==> config.mk <==
export PLATFORM = sky130hd
export DESIGN_NAME = key_filter
export DESIGN_NICKNAME = d
export VERILOG_FILES = /design/src/rtl/key_filter.sv
export SDC_FILE = /design/constraint.sdc
export NUM_CORES = 1
export LEC_CHECK = 0
export ABC_AREA = 1
export CORE_MARGIN = 5
export CORE_UTILIZATION = 30
export DETAILED_ROUTE_END_ITERATION = 8
export SLEW_MARGIN = 20
export SYNTH_ARGS = -nofsm -noshare
export SYNTH_HDL_FRONTEND = slang
export SYNTH_SLANG_ARGS = --single-unit
==> constraint.sdc <==
create_clock -name sys_clk -period 3.96 [get_ports sys_clk]
set_clock_uncertainty 0.05 [all_clocks]
set_input_delay 0.594 -clock sys_clk [delete_from_list [all_inputs] [get_ports sys_clk]]
set_output_delay 0.594 -clock sys_clk [all_outputs]
set_load 0.03 [all_outputs]
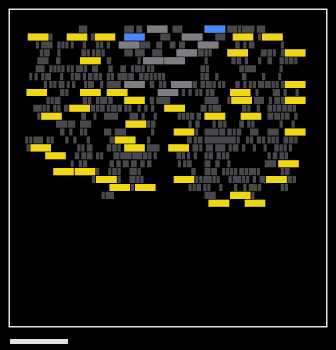
*Register map, names as in the netlist, run 1*
Bar = 20 µm. Other sequential cells in the stronger grey, the rest of the logic in the fainter grey.
Blue is g_key.flag, placed flops 2. Yellow is g_key.cnt, placed flops 40.
fraction of area in registers: 32.70%
Register Area: 1041 µm²

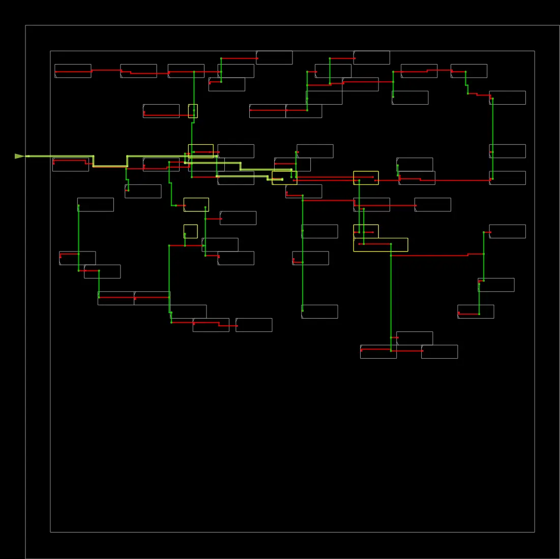
*Clock routing, run 1*
clk latency late pin: 300 ps
CTS buffer count: 5
CTS Sinks: 52
FFs & Latches: 52
clock-net power: 368 µW

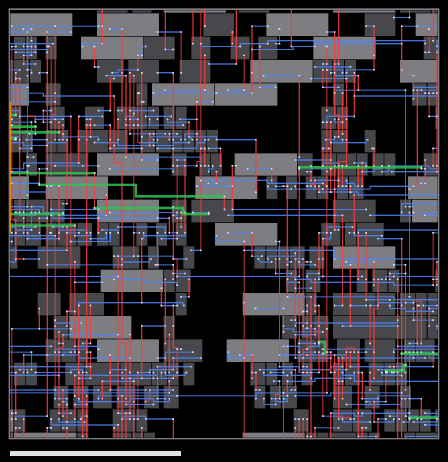
*Close-up of the layout, run 1*
Bar = 20 µm. Region (29, 51) to (79, 101) µm. Cells in grey, sequential cells in the stronger grey; small squares are vias.
Blue is M1. Orange is M4. Green is M3. Red is M2.
Most frequent: nand2_1 (44), inv_1 (21), dfxtp_1 (21). 192 logic cells have their middle in the window. Sequential cells in the window: 21.

==> flow_summary.json, run 1 <==
{
  "outcome": "finished clean",
  "dp.cells": 561,
  "synthArstFlopShare_pct": 0,
  "via_per_inst": 4.520,
  "largest_register_ff_count": 40,
  "timing.critical_path.to_type": "flip-flop",
  "ys_cells": 433,
  "total_leakage_power_uw": 0.001156,
  "gr-usage-met1_pct": 13.99,
  "reg2reg_slack_ps": 2140,
  "drtAntennaViolNets": 0,
  "compound_area_share_pct": 12.92,
  "clock-root-buffer": "clkbuf_8",
  "grt_remaining_overflow": 0,
  "grt_max_degree": 24,
  "pg_seq_uw": 533,
  "finalCritPeriodShare_pct": 58.79,
  "synthTopLogicFamily": "simple AND/OR/NAND/NOR gates",
  "top_area_cell": "dfxtp_1",
  "path_depth": 4,
  "synth-seq-cells": 52,
  "sw_frac_of_total_pct": 24.48,
  "cts.clk_slew.worst_paths_ps": 100,
  "hold_viol_final": 0,
  "cpPeakStageDelay_ps": 700,
  "worstSetupStartpointType": "primary input",
  "synth_cell_types": 37,
  "drt_iter0_markers": 164,
  "wl_per_cell_um": 10.34,
  "cellPowerDensity_nw_per_um2": 304.7,
  "final_cell_mix": "nand2_1 (112), inv_1 (56), dfxtp_1 (52)",
  "drc": 0,
  "gp_congestion": 0.8826,
  "critPathSlowestCell": "clkdlybuf4s50_1",
  "drv_slew": 0,
  "nets": 441,
  "holdWs_ps": 374.4,
  "wl_met1_um": 2893,
  "track_usage_pct": 10.64,
  "core_util_floorplan_pct": 30.24,
  "crit_buf_inv": 2,
  "post-cts-setup-buffers": 0,
  "n_all_buffers": 7,
  "use_met3_pct": 2.269,
  "rsz0062_at_grt": "false",
  "preCtsSetupSlack_ps": 1262,
  "dieHeight_um": 108.6,
  "grt_pass1_vias": 2396,
  "rows": 36,
  "setup_viol_count_final": 0,
  "p_switching_uw": 237.5,
  "period_minus_slack_ps": 2328,
  "buffer_area_share_pct": 2.201,
  "instances_no_fill": 569,
  "n_tap_cell": 133,
  "ys_seq_share_pct": 35.71,
  "yosysChipArea_um2": 2915,
  "hold_class": "reg -> reg",
  "synth.area.top_cells": "dfxtp_1 (36%), nand2_1 (14%), inv_1 (7.2%), nor2_1 (6.1%), a21oi_1 (4.5%)",
  "grt_pass1_wl_um": 10500,
  "power-top-group": "sequential cells",
  "cts_hold_buf": 0,
  "die_area_um2": 11790,
  "inv_count": 57,
  "clkCellAreaFrac_pct": 3.498,
  "yosys-top-cells-count": "nand2_1 (112), inv_1 (56), dfxtp_1 (52)",
  "ys_sh_adder_pct": 0.8584,
  "finalInstanceArea_um2": 3183,
  "arrival_ps": 2500,
  "cp_cell_sequence": "clkdlybuf4s50_1 > inv_1 > nand2_2 > nor3_1",
  "comb_area_share_pct": 49.65,
  "yosysTopAreaCellShare_pct": 35.71,
  "power_frac_comb_pct": 7.1,
  "comb_cells": 312,
  "comb_cell_power_uw": 68.8,
  "yosysWarnings": 0,
  "setup_tns_ps": 0,
  "syn2layout_area_growth_pct": 9.184,
  "ys.flop_type": "dfxtp_1",
  "seqPwrFrac_pct": 55.0,
  "power.internal_uw": 732.5,
  "busiest_layer": "met2",
  "simple_gate_area_share_pct": 39.23,
  "post_dp_cell_area_um2": 3072,
  "post-route-util_pct": 33.02,
  "tightest_slew_ps": 742.9,
  "diodes": 0,
  "max_freq_mhz": 429.5,
  "warning_count": 26,
  "wl_met3_um": 194,
  "relSlewSlack_pct": 50.42,
  "top_layer": "met4",
  "synth_xor_xnor_area_share_pct": 1.202,
  "mi_logic_area_um2": 1580,
  "die_w_um": 108.6,
  "drive_gt1_share_pct": 11.93,
  "cts_tree": "done",
  "setup_ws_ps": 1632,
  "drt_wl_total_um": 5883,
  "muxShareOfSynthArea_pct": 0,
  "path_delay_family": "buffers and inverters",
  "edf_count": 0,
  "worst-path-max-fanout": 23,
  "ios": 8,
  "grt_antenna_before_repair": 0,
  "h-tree-depth": 2,
  "core_area_um2": 9639,
  "dominant_cells": "combinational gates",
  "drv_cap": 0,
  "portBuffers": 7,
  "synthCells": 433,
  "dp_hpwl_um": 4364,
  "drt_first_pass_iters": 5,
  "hold_depth": 1,
  "grt_util_met2_pct": 18.18,
  "num-fill-cells": 1055,
  "lay_top_count": "nand2_1",
  "clkPwrFrac_pct": 37.9,
  "synth.most_common_cell": "nand2_1",
  "nClkBuffers": 5,
  "cts_resized": 0,
  "fp_nets": 439,
  "criticalPathCategory": "in -> reg",
  "power_uw": 970.0,
  "route.met2.wl_um": 2781,
  "reg2reg_depth": 6
}
--- run 2 (diff from run 1) ---
==> constraint.sdc (replaced) <==
create_clock -name sys_clk -period 2.3 [get_ports sys_clk]
set_clock_uncertainty 0.05 [all_clocks]
set_input_delay 0.345 -clock sys_clk [delete_from_list [all_inputs] [get_ports sys_clk]]
set_output_delay 0.345 -clock sys_clk [all_outputs]
set_load 0.03 [all_outputs]
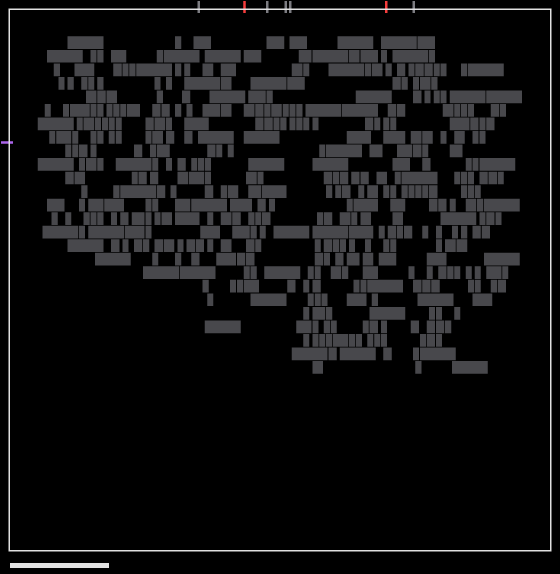
*I/O pins on the die edge, run 2*
Bar = 20 µm. Pins as bars across the die edge, other pins in grey.
Red is key_state, pins 2, direction output, edge top. Purple is sys_clk, pins 1, direction input, edge left.
die span in y: 108.6 µm
port bufs: 7
die width: 108.6 µm

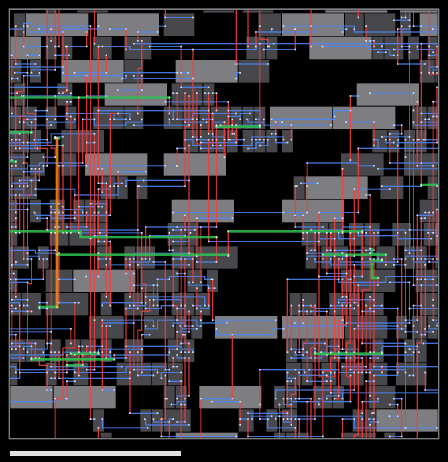
*Close-up of the layout, run 2*
Bar = 20 µm. Region (29, 51) to (79, 101) µm. Cells in grey, sequential cells in the stronger grey; small squares are vias.
Orange is M4. Red is M2. Green is M3. Blue is M1.
197 logic cells have their middle in the window. Sequential cells in the window: 22. Most frequent: nand2_1 (44), inv_1 (24), dfxtp_1 (22).

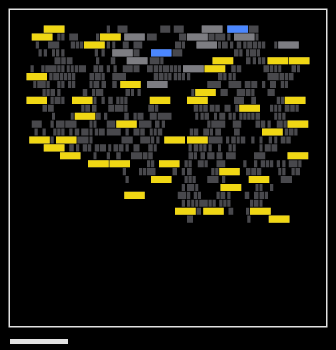
*Register map, names as in the netlist, run 2*
Bar = 20 µm. Other sequential cells in the stronger grey, the rest of the logic in the fainter grey.
Yellow is g_key.cnt, placed flops 40. Blue is g_key.flag, placed flops 2.
Another 10 sequential cells are not coloured.
final core utilization: 33.02%
Sequential Power: 918 µW

==> run 2 against run 1 <==
Via count grew 1.5%. Utilization is the same. Cell area is the same. Sequential cell count is the same. Area after synthesis is the same. Cell count grew 0.35%. Power grew 66%. Routed wire length grew 4.0%. Hold slack lost 6.3 ps. Largest cell class unchanged.
==> flow_summary.json, run 2 <==
{
  "preCtsSetupSlack_ps": 506.0,
  "post_dp_cell_area_um2": 3087,
  "nets": 443,
  "drv_slew": 0,
  "die_area_um2": 11790,
  "diodes": 0,
  "cts_hold_buf": 0,
  "flops": 52,
  "clkPwrFrac_pct": 35.2,
  "seqPwrFrac_pct": 57.2,
  "drc": 0,
  "seqAreaFraction_pct": 32.70,
  "cellPowerDensity_nw_per_um2": 504.5,
  "synth_cell_types": 37,
  "ys_seq_share_pct": 35.71,
  "grt_util_met2_pct": 19.73,
  "criticalPathCategory": "reg -> reg",
  "ios": 8,
  "worstSetupStartpointType": "flip-flop",
  "synthCells": 433,
  "ys_sh_adder_pct": 0.8584,
  "reg2reg_depth": 6,
  "hold_depth": 1,
  "timing.critical_path.to_type": "flip-flop",
  "use_met3_pct": 2.328,
  "setup_ws_ps": 495.8,
  "cpPeakStageDelay_ps": 550,
  "busiest_layer": "met2",
  "dp.cells": 563,
  "rsz0062_at_grt": "false",
  "path_delay_family": "AND-OR/OR-AND gates",
  "drt_iter0_markers": 121,
  "synth.area.top_cells": "dfxtp_1 (36%), nand2_1 (14%), inv_1 (7.2%), nor2_1 (6.1%), a21oi_1 (4.5%)",
  "grt_remaining_overflow": 0,
  "core_area_um2": 9639,
  "cts-buffers-inserted": 5,
  "flop_area_um2": 1041,
  "muxShareOfSynthArea_pct": 0,
  "clock.latency.late_pin_ps": 310,
  "synth.most_common_cell": "nand2_1",
  "setup_viol_count_final": 0,
  "mi_logic_area_um2": 1580,
  "buffer_area_share_pct": 2.673,
  "cts_tree": "done",
  "final_cell_mix": "nand2_1 (112), inv_1 (56), dfxtp_1 (52)",
  "worst-path-max-fanout": 15,
  "simple_gate_area_share_pct": 39.23,
  "drive_gt1_share_pct": 12.33,
  "core_util_floorplan_pct": 30.24,
  "finalInstanceArea_um2": 3183,
  "yosysChipArea_um2": 2915,
  "comb_cell_power_uw": 122,
  "route.met2.wl_um": 2937,
  "setup_tns_ps": 0,
  "synth_xor_xnor_area_share_pct": 1.202,
  "warning_count": 26,
  "yosys-top-cells-count": "nand2_1 (112), inv_1 (56), dfxtp_1 (52)",
  "comb_cells": 312,
  "yosysWarnings": 0,
  "drt_wl_total_um": 6119,
  "nClkBuffers": 6,
  "syn_area_um2": 2915,
  "total_leakage_power_uw": 0.001163,
  "post-cts-setup-buffers": 0,
  "outcome": "finished clean",
  "num-fill-cells": 1043,
  "finalCritPeriodShare_pct": 78.44,
  "syn2layout_area_growth_pct": 9.184,
  "yosysTopAreaCellShare_pct": 35.71,
  "edf_count": 0,
  "grt_max_degree": 21,
  "lay_top_count": "nand2_1",
  "hold_class": "reg -> reg",
  "top_layer": "met4",
  "largest_register_ff_count": 40,
  "compound_area_share_pct": 12.92,
  "synthArstFlopShare_pct": 0,
  "comb_area_share_pct": 49.65,
  "period_minus_slack_ps": 1804,
  "clock-root-buffer": "clkbuf_8",
  "clkCellAreaFrac_pct": 3.027,
  "n_all_buffers": 9,
  "cts_resized": 0,
  "grt_pass1_vias": 2495,
  "wl_met3_um": 190,
  "rows": 36,
  "p_clk_uw": 566,
  "arrival_ps": 2000,
  "clock_sinks": 52,
  "p_switching_uw": 417.9,
  "cts.clk_slew.worst_paths_ps": 100,
  "ys.flop_type": "dfxtp_1",
  "n_tap_cell": 133,
  "top_area_cell": "dfxtp_1",
  "wl_per_cell_um": 10.72,
  "ys_cells": 433,
  "power_uw": 1606,
  "reg2reg_slack_ps": 500,
  "wl_met1_um": 2967,
  "holdWs_ps": 368.1,
  "path_depth": 6,
  "inv_count": 57,
  "fp_nets": 439,
  "power-top-group": "sequential cells",
  "h-tree-depth": 2,
  "power.internal_uw": 1188,
  "gp_congestion": 0.9048,
  "via_per_inst": 4.571,
  "tightest_slew_ps": 689.7,
  "relSlewSlack_pct": 54.02,
  "dp_hpwl_um": 4478,
  "vdd_drop_max_v": 0.0002277,
  "track_usage_pct": 11.12,
  "dominant_cells": "combinational gates",
  "synth-seq-cells": 52,
  "hold_viol_final": 0,
  "sw_frac_of_total_pct": 26.03,
  "gr-usage-met1_pct": 14.22,
  "cp_cell_sequence": "ha_1 > nand3_1 > nor3_2 > a21oi_2 > o21ai_0 > a21oi_1",
  "critPathSlowestCell": "a21oi_2",
  "instances_no_fill": 571,
  "power_frac_comb_pct": 7.6,
  "grt_pass1_wl_um": 10950,
  "max_freq_mhz": 554.3,
  "drt_first_pass_iters": 5,
  "drtAntennaViolNets": 0,
  "grt_antenna_before_repair": 0
}
No activity file was given, so power comes from the tool's default toggle rates.
